==> config.mk <==
export PLATFORM = sky130hd
export DESIGN_NAME = maxpool_window_unit
export DESIGN_NICKNAME = d
export VERILOG_FILES = /design/src/rtl/maxpool_window_unit_pkg.sv /design/src/rtl/maxpool_window_unit_lane.sv /design/src/rtl/maxpool_window_unit.sv
export SDC_FILE = /design/constraint.sdc
export NUM_CORES = 1
export LEC_CHECK = 0
export CORE_UTILIZATION = 54
export DETAILED_ROUTE_END_ITERATION = 10
export PLACE_DENSITY = 0.92
export SYNTH_ARGS = -nofsm -noshare
export SYNTH_HDL_FRONTEND = slang
export SYNTH_SLANG_ARGS = --single-unit
==> constraint.sdc <==
create_clock -name i_clk -period 4.1 [get_ports i_clk]
set_clock_uncertainty 0.2 [all_clocks]
set_input_delay 1.23 -clock i_clk [delete_from_list [all_inputs] [get_ports i_clk]]
set_output_delay 1.23 -clock i_clk [all_outputs]
set_load 0.02 [all_outputs]
==> src/rtl/maxpool_window_unit_pkg.sv <==
// Shared definitions for the max-pool window unit: FSM state encoding and default sizing.
package maxpool_window_unit_pkg;

  typedef enum logic {
    ST_IDLE  = 1'b0,
    ST_ACCUM = 1'b1
  } state_e;

  localparam int DEF_N_CH    = 4;
  localparam int DEF_DATA_W  = 32;
  localparam int DEF_MAX_WIN = 16;

endpackage

==> src/rtl/maxpool_window_unit_lane.sv <==
// One channel of the pooler: holds the running maximum and produces the lane value
// the window would have if the current beat were its last.
module maxpool_window_unit_lane #(
  parameter int DATA_W = 32
) (
  input  logic                     i_clk,
  input  logic                     i_rst_n,
  input  logic                     i_clear,
  input  logic                     i_first,
  input  logic                     i_accept,
  input  logic signed [DATA_W-1:0] i_data,
  output logic signed [DATA_W-1:0] o_pooled
);

  logic signed [DATA_W-1:0] run_max;

  // First beat of a window loads without comparing; ties keep the stored value.
  always_comb begin
    o_pooled = run_max;
    if (i_first || (i_data > run_max)) begin
      o_pooled = i_data;
    end
  end

  always_ff @(posedge i_clk) begin
    if (!i_rst_n) begin
      run_max <= '0;
    end else if (i_clear) begin
      run_max <= '0;
    end else if (i_accept) begin
      run_max <= o_pooled;
    end
  end

endmodule

==> src/rtl/maxpool_window_unit.sv <==
// Streaming per-lane max-pool over a runtime window, with bypass and a valid/ready output register.
// Optional build macro MAXPOOL_RELU_EN clamps negative pooled lanes to zero at output load.
module maxpool_window_unit
  import maxpool_window_unit_pkg::*;
#(
  parameter int N_CH    = DEF_N_CH,
  parameter int DATA_W  = DEF_DATA_W,
  parameter int MAX_WIN = DEF_MAX_WIN,
  parameter int CNT_W   = $clog2(MAX_WIN + 1)
) (
  input  logic                   i_clk,
  input  logic                   i_rst_n,
  input  logic                   i_clear,
  input  logic                   i_maxpool,
  input  logic [CNT_W-1:0]       i_win_len,
  input  logic                   i_valid,
  output logic                   o_ready,
  input  logic [N_CH*DATA_W-1:0] i_result,
  output logic                   o_valid,
  input  logic                   i_ready,
  output logic [N_CH*DATA_W-1:0] o_max,
  output logic                   o_busy
);

  state_e                  state_q, state_d;
  logic [CNT_W-1:0]        cnt_q, cnt_d;
  logic [CNT_W-1:0]        len_q, len_d;
  logic [CNT_W-1:0]        win_norm;
  logic [CNT_W-1:0]        eff_len;
  logic                    first;
  logic                    accept;
  logic                    last;
  logic [N_CH*DATA_W-1:0]  out_next;

  assign o_ready = !o_valid || i_ready;
  assign accept  = i_valid && o_ready;
  assign first   = (state_q == ST_IDLE);
  assign o_busy  = (cnt_q != '0);

  // Bypass and a zero length both collapse to a one-beat window.
  always_comb begin
    win_norm = i_win_len;
    if (!i_maxpool || (i_win_len == '0)) begin
      win_norm = CNT_W'(1);
    end else if (i_win_len > CNT_W'(MAX_WIN)) begin
      win_norm = CNT_W'(MAX_WIN);
    end
  end

  assign eff_len = first ? win_norm : len_q;
  assign last    = accept && ((cnt_q + CNT_W'(1)) == eff_len);

  always_comb begin
    state_d = state_q;
    cnt_d   = cnt_q;
    len_d   = len_q;
    if (accept) begin
      if (first) begin
        len_d = win_norm;
      end
      if (last) begin
        cnt_d   = '0;
        state_d = ST_IDLE;
      end else begin
        cnt_d   = cnt_q + CNT_W'(1);
        state_d = ST_ACCUM;
      end
    end
  end

  always_ff @(posedge i_clk) begin
    if (!i_rst_n || i_clear) begin
      state_q <= ST_IDLE;
      cnt_q   <= '0;
      len_q   <= CNT_W'(1);
    end else begin
      state_q <= state_d;
      cnt_q   <= cnt_d;
      len_q   <= len_d;
    end
  end

  for (genvar k = 0; k < N_CH; k++) begin : g_lane
    logic signed [DATA_W-1:0] pooled;

    maxpool_window_unit_lane #(
      .DATA_W (DATA_W)
    ) u_lane (
      .i_clk    (i_clk),
      .i_rst_n  (i_rst_n),
      .i_clear  (i_clear),
      .i_first  (first),
      .i_accept (accept),
      .i_data   (i_result[k*DATA_W +: DATA_W]),
      .o_pooled (pooled)
    );

`ifdef MAXPOOL_RELU_EN
    assign out_next[k*DATA_W +: DATA_W] = pooled[DATA_W-1] ? '0 : pooled;
`else
    assign out_next[k*DATA_W +: DATA_W] = pooled;
`endif
  end

  // A window completing on the same edge as a downstream pop keeps o_valid high.
  always_ff @(posedge i_clk) begin
    if (!i_rst_n) begin
      o_valid <= 1'b0;
      o_max   <= '0;
    end else if (i_clear) begin
      o_valid <= 1'b0;
    end else if (last) begin
      o_valid <= 1'b1;
      o_max   <= out_next;
    end else if (i_ready) begin
      o_valid <= 1'b0;
    end
  end

endmodule
run_1/clock_wires.png
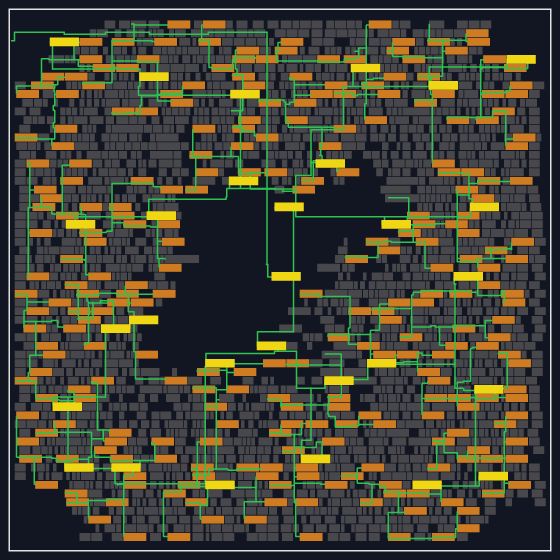
[orange] flip-flops | count: 268
[green] clock wires | length: 3400 microns
[yellow] clock-net drivers | count: 29
flops lie: all over the die
routed clock nets: 30
Latency at later pin: 550 ps
clock-net power: 2.74 mW
clock network power share: 39.2%

run_1/placed.png
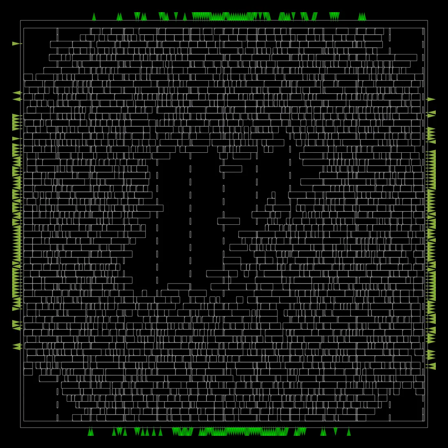
n_taps: 372
core region area: 27200 sq um
row count: 60
post-layout util: 73.9%
Seq/total area: 26.7%

run_1/class_map.png
The bar under the picture is 50 microns long. Fill, decap, tap and diode cells in grey.
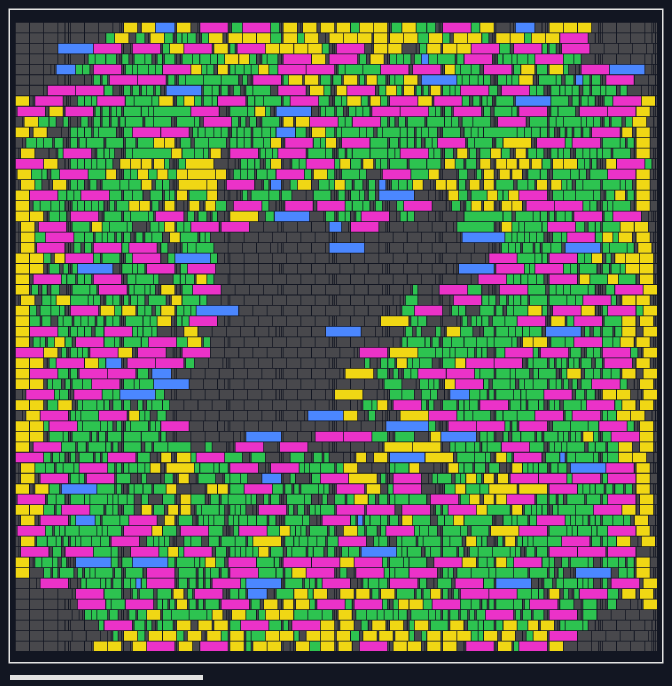
[blue] clock drivers and dummy loads | cells: 50 | share of their area: 5.1%
[green] remaining logic cells | cells: 1477 | share of their area: 47%
[yellow] remaining buffers and delay cells | cells: 424 | share of their area: 21%
[magenta] sequential cells | cells: 268 | share of their area: 27%

==> GITHUB_STEP_SUMMARY, run 1 <==
### Yosys + OpenROAD results

| Metric | Value |
|---|---|
| Tool warnings | `29` |
| CTS clk-pin slew, worst paths | `60 ps` |
| Overflow after GRT | `0` |
| Met3 WL | `4170 microns` |
| Hpwl dp | `32200 microns` |
| Seq. pwr | `2.82 mW` |
| Met2 Track Usage GR | `57.3%` |
| Most frequent cells in the layout | `dfxtp_1, clkdlybuf4s50_1, o21ai_0` |
| Worst reg-to-reg setup slack | `1010 ps` |
| Unrepaired setup endpoints after global routing | `false` |
| Max Cap Violations | `0` |
| Wl on met1 | `18600 microns` |
| M3 GR Usage | `5.94%` |
| Nets at Floorplan | `2170` |
| Uppermost layer routed | `met4` |
| Adder-cell share of the synthesized area | `10.8%` |
| Area share, top type | `35.6%` |
| Placed inst area | `19100 sq um` |
| Flop count | `268` |
| R2R depth | `10` |
| Asr flop ratio synth | `0%` |
| Longest Clk Path Bufs | `3` |
| H-tree Lvls | `1` |
| Ratio of cells with drive above 1 in the final layout | `10.9%` |
| Combinational Power Share | `20.4%` |
| Sw Ratio | `28.2%` |
| CP Class | `in -> out` |
| Sequential share of power | `40.4%` |
| Comb pwr | `1.43 mW` |
| Top class by area | `multi-input combinational cells` |
| Iter 0 DRT Violations | `1522` |
| Vias | `16200` |
| Root cell of the clock tree | `clkbuf_16` |
| Clock buffers | `41` |
| Comb area share | `43.1%` |
| Routed Wire Length | `48200 microns` |
| Inst Count DP | `2541` |
| Synth Cell Area | `15100 sq um` |
| Ys cells | `1901` |
| Hold Crit Start | `g_lane[1].u_lane.run_max[19]` |
| Minimum clock period | `3900 ps` |
| Final hold violation count | `0` |
| Pre-antenna DRT Iters | `6` |
| Worst endpoint data arrival time | `2470 ps` |
| Die height | `169 microns` |
| VDD IR max | `268 uV` |
| Actual slew at the worst max-slew pin | `571 ps` |
| Crit Reg-Reg Endpoint | `o_max[122]` |
| WHS Path Cells | `2` |
| Busiest grt layer | `met2` |
| Final Cycle Share | `95.2%` |
| Critical Path Max Stage Delay | `630 ps` |
| Outcome | `finished, final reports clean` |
| Total power | `6.99 mW` |
| Multi-input gates | `1341` |
| Top pwr grp | `registers` |
| Hold Crit Class | `reg -> reg` |
| CTS tree | `yes` |
| Crit-path cells | `clkdlybuf4s50_1 -> nand2b_1 -> clkdlybuf4s50_1` |
| Number of enable flip-flop cells | `0` |
| CP Buf/Inv Count | `2` |
| Cts hold-fix bufs | `0` |
| Crit-path leading delay family | `buffers and inverters` |
| Setup violations, final | `0` |
| Hold Path End | `g_lane[1].u_lane.run_max[19]` |
| Wire per inst | `18.6 microns` |
| Post_cts resized | `0` |
| Crit end category | `primary output` |
| FILL cells | `1856` |
| Combinational Area | `8650 sq um` |
| Worst hold-check slack | `274 ps` |
| Crit path depth | `3` |
| CTS Sinks | `268` |
| Top cells by count | `dfxtp_1, o21ai_0, nand2_1, nor2_1, inv_1` |
| P_int | `5.02 mW` |
| Design Area, Final | `20100 sq um` |
| Top cells by area | `dfxtp_1, ha_1, o21ai_0` |
| N_diodes | `1` |
| Register area share after synthesis | `35.6%` |
| Inverters, non-clock | `136` |
| Reg-to-Reg Start | `g_lane[3].u_lane.run_max[7]` |
## Run 2: what changed since run 1
SLEW_MARGIN = 25   (was not set)
run_2/floorplan.png
Pins as bars on the die edge. Tap cells in grey.
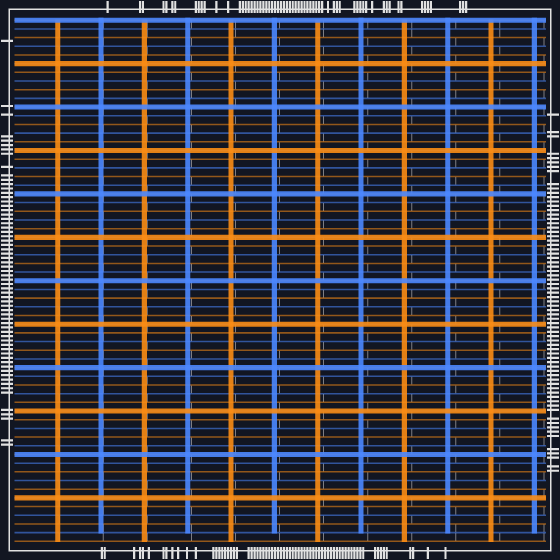
[orange] VSS
[blue] VDD
signal pins: 270
met1 rails: 61
tap cells: 372

run_2/class_map.png
The bar under the picture is 50 microns long. Fill, decap, tap and diode cells in grey.
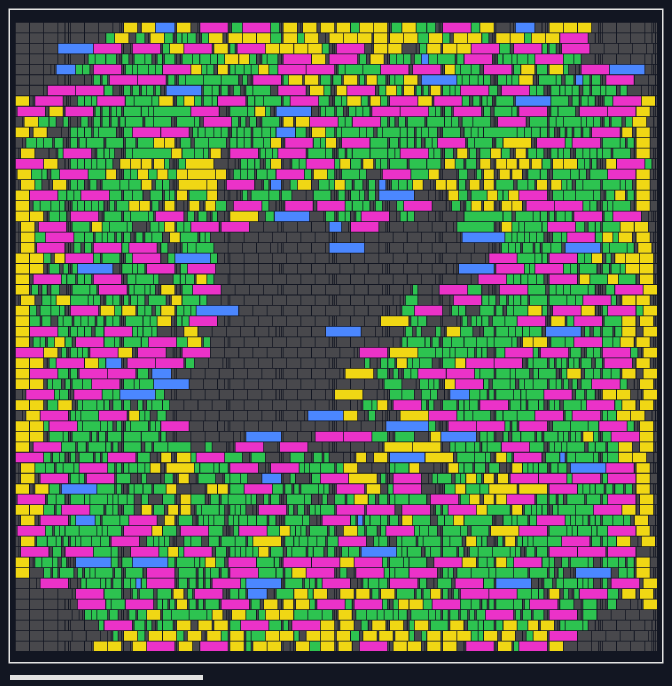
[green] remaining logic cells | cells: 1477 | share of their area: 47%
[yellow] remaining buffers and delay cells | cells: 424 | share of their area: 21%
[magenta] sequential cells | cells: 268 | share of their area: 27%
[blue] clock drivers and dummy loads | cells: 50 | share of their area: 5.1%

run_2/placed.png
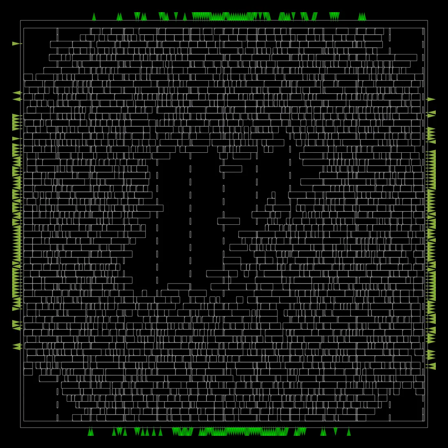
fin cells: 2592
FILL cells: 1856

==> run 2 against run 1 <==
Wire length unchanged. Clock power about the same. Combinational power about the same. Critical path depth unchanged.
==> GITHUB_STEP_SUMMARY, run 2 <==
### Yosys + OpenROAD results

| Metric | Value |
|---|---|
| Actual slew at the worst max-slew pin | `571 ps (unchanged)` |
| Pre-antenna DRT Iters | `6 (unchanged)` |
| Vias per Instance | `6.26` |
| M3 GR Usage | `5.94% (unchanged)` |
| Routed Wire Length | `48200 microns (unchanged)` |
| Synth Cell Area | `15100 sq um (unchanged)` |
| Inverters, non-clock | `136 (unchanged)` |
| Final hold violation count | `0 (unchanged)` |
| Top class by area | `multi-input combinational cells` |
| Wire per inst | `18.6 microns (unchanged)` |
| Comb pwr | `1.43 mW (about the same)` |
| CP Buf/Inv Count | `2 (unchanged)` |
| Post-layout util | `73.9% (unchanged)` |
| Wl on met1 | `18600 microns (unchanged)` |
| Root cell of the clock tree | `clkbuf_16` |
| Register area share after synthesis | `35.6% (unchanged)` |
| CP Class | `in -> out` |
| Design Area, Final | `20100 sq um (unchanged)` |
| Nets at Floorplan | `2170 (unchanged)` |
| Longest Clk Path Bufs | `3 (unchanged)` |
| Crit end category | `primary output` |
| Ratio of cells with drive above 1 in the final layout | `10.9% (unchanged)` |
| Setup violations, final | `0 (unchanged)` |
| Most frequent cells in the layout | `dfxtp_1, clkdlybuf4s50_1, o21ai_0` |
| Overflow after GRT | `0 (unchanged)` |
| Top cells by area | `dfxtp_1, ha_1, o21ai_0` |
| Total power | `6.99 mW (unchanged)` |
| Latency at later pin | `550 ps (about the same)` |
| Hpwl dp | `32200 microns (unchanged)` |
| Crit Reg-Reg Endpoint | `o_max[122]` |
| Outcome | `finished, final reports clean` |
| Crit path depth | `3 (unchanged)` |
| Hold Path End | `g_lane[1].u_lane.run_max[19]` |
| P_int | `5.02 mW (unchanged)` |
| Flop count | `268 (unchanged)` |
| Placed inst area | `19100 sq um (unchanged)` |
| CTS tree | `yes` |
| Comb area share | `43.1% (unchanged)` |
| Hold Crit Class | `reg -> reg` |
| Core region area | `27200 sq um (unchanged)` |
| Yosys reg bits | `268` |
| N_taps | `372 (unchanged)` |
| Seq/total area | `26.7% (unchanged)` |
| Sw Ratio | `28.2% (unchanged)` |
| Worst hold-check slack | `274 ps (unchanged)` |
| Combinational Power Share | `20.4% (about the same)` |
| Clock buffers | `41 (unchanged)` |
| Top cells by count | `dfxtp_1, o21ai_0, nand2_1, nor2_1, inv_1` |
| VDD IR max | `268 uV (unchanged)` |
| Combinational Area | `8650 sq um (unchanged)` |
| R2R depth | `10 (unchanged)` |
| Unrepaired setup endpoints after global routing | `false` |
| Worst endpoint data arrival time | `2470 ps (about the same)` |
| Top pwr grp | `registers` |
| Worst reg-to-reg setup slack | `1010 ps (about the same)` |
| Met3 WL | `4170 microns (unchanged)` |
| Drc violations | `0` |
| Number of enable flip-flop cells | `0 (unchanged)` |
| CTS clk-pin slew, worst paths | `60 ps (about the same)` |
| Reg-to-Reg Start | `g_lane[3].u_lane.run_max[7]` |
| N_diodes | `1 (unchanged)` |
| Adder-cell share of the synthesized area | `10.8% (unchanged)` |
| Busiest grt layer | `met2` |
| Crit-path leading delay family | `buffers and inverters` |
| Seq. pwr | `2.82 mW (about the same)` |
| Cts hold-fix bufs | `0 (unchanged)` |
| Die height | `169 microns (unchanged)` |
| Vias | `16200 (unchanged)` |
| Multi-input gates | `1341 (unchanged)` |
| Ys cells | `1901 (unchanged)` |
| Iter 0 DRT Violations | `1522 (unchanged)` |
| Inst Count DP | `2541 (unchanged)` |
| WHS Path Cells | `2 (unchanged)` |
| Sequential Area | `5370 sq um` |
| Tool warnings | `29 (unchanged)` |
| H-tree Lvls | `1 (unchanged)` |
| Uppermost layer routed | `met4` |
| Gp weighted congestion | `0.905` |
| Sequential share of power | `40.4% (about the same)` |
| CTS Sinks | `268 (unchanged)` |
| Clock-net power | `2.74 mW (about the same)` |
| Area share, top type | `35.6% (unchanged)` |
| Minimum clock period | `3900 ps (unchanged)` |
| Clock network power share | `39.2% (about the same)` |
| Met2 Track Usage GR | `57.3% (unchanged)` |
No activity file was given, so power comes from the tool's default toggle rates.
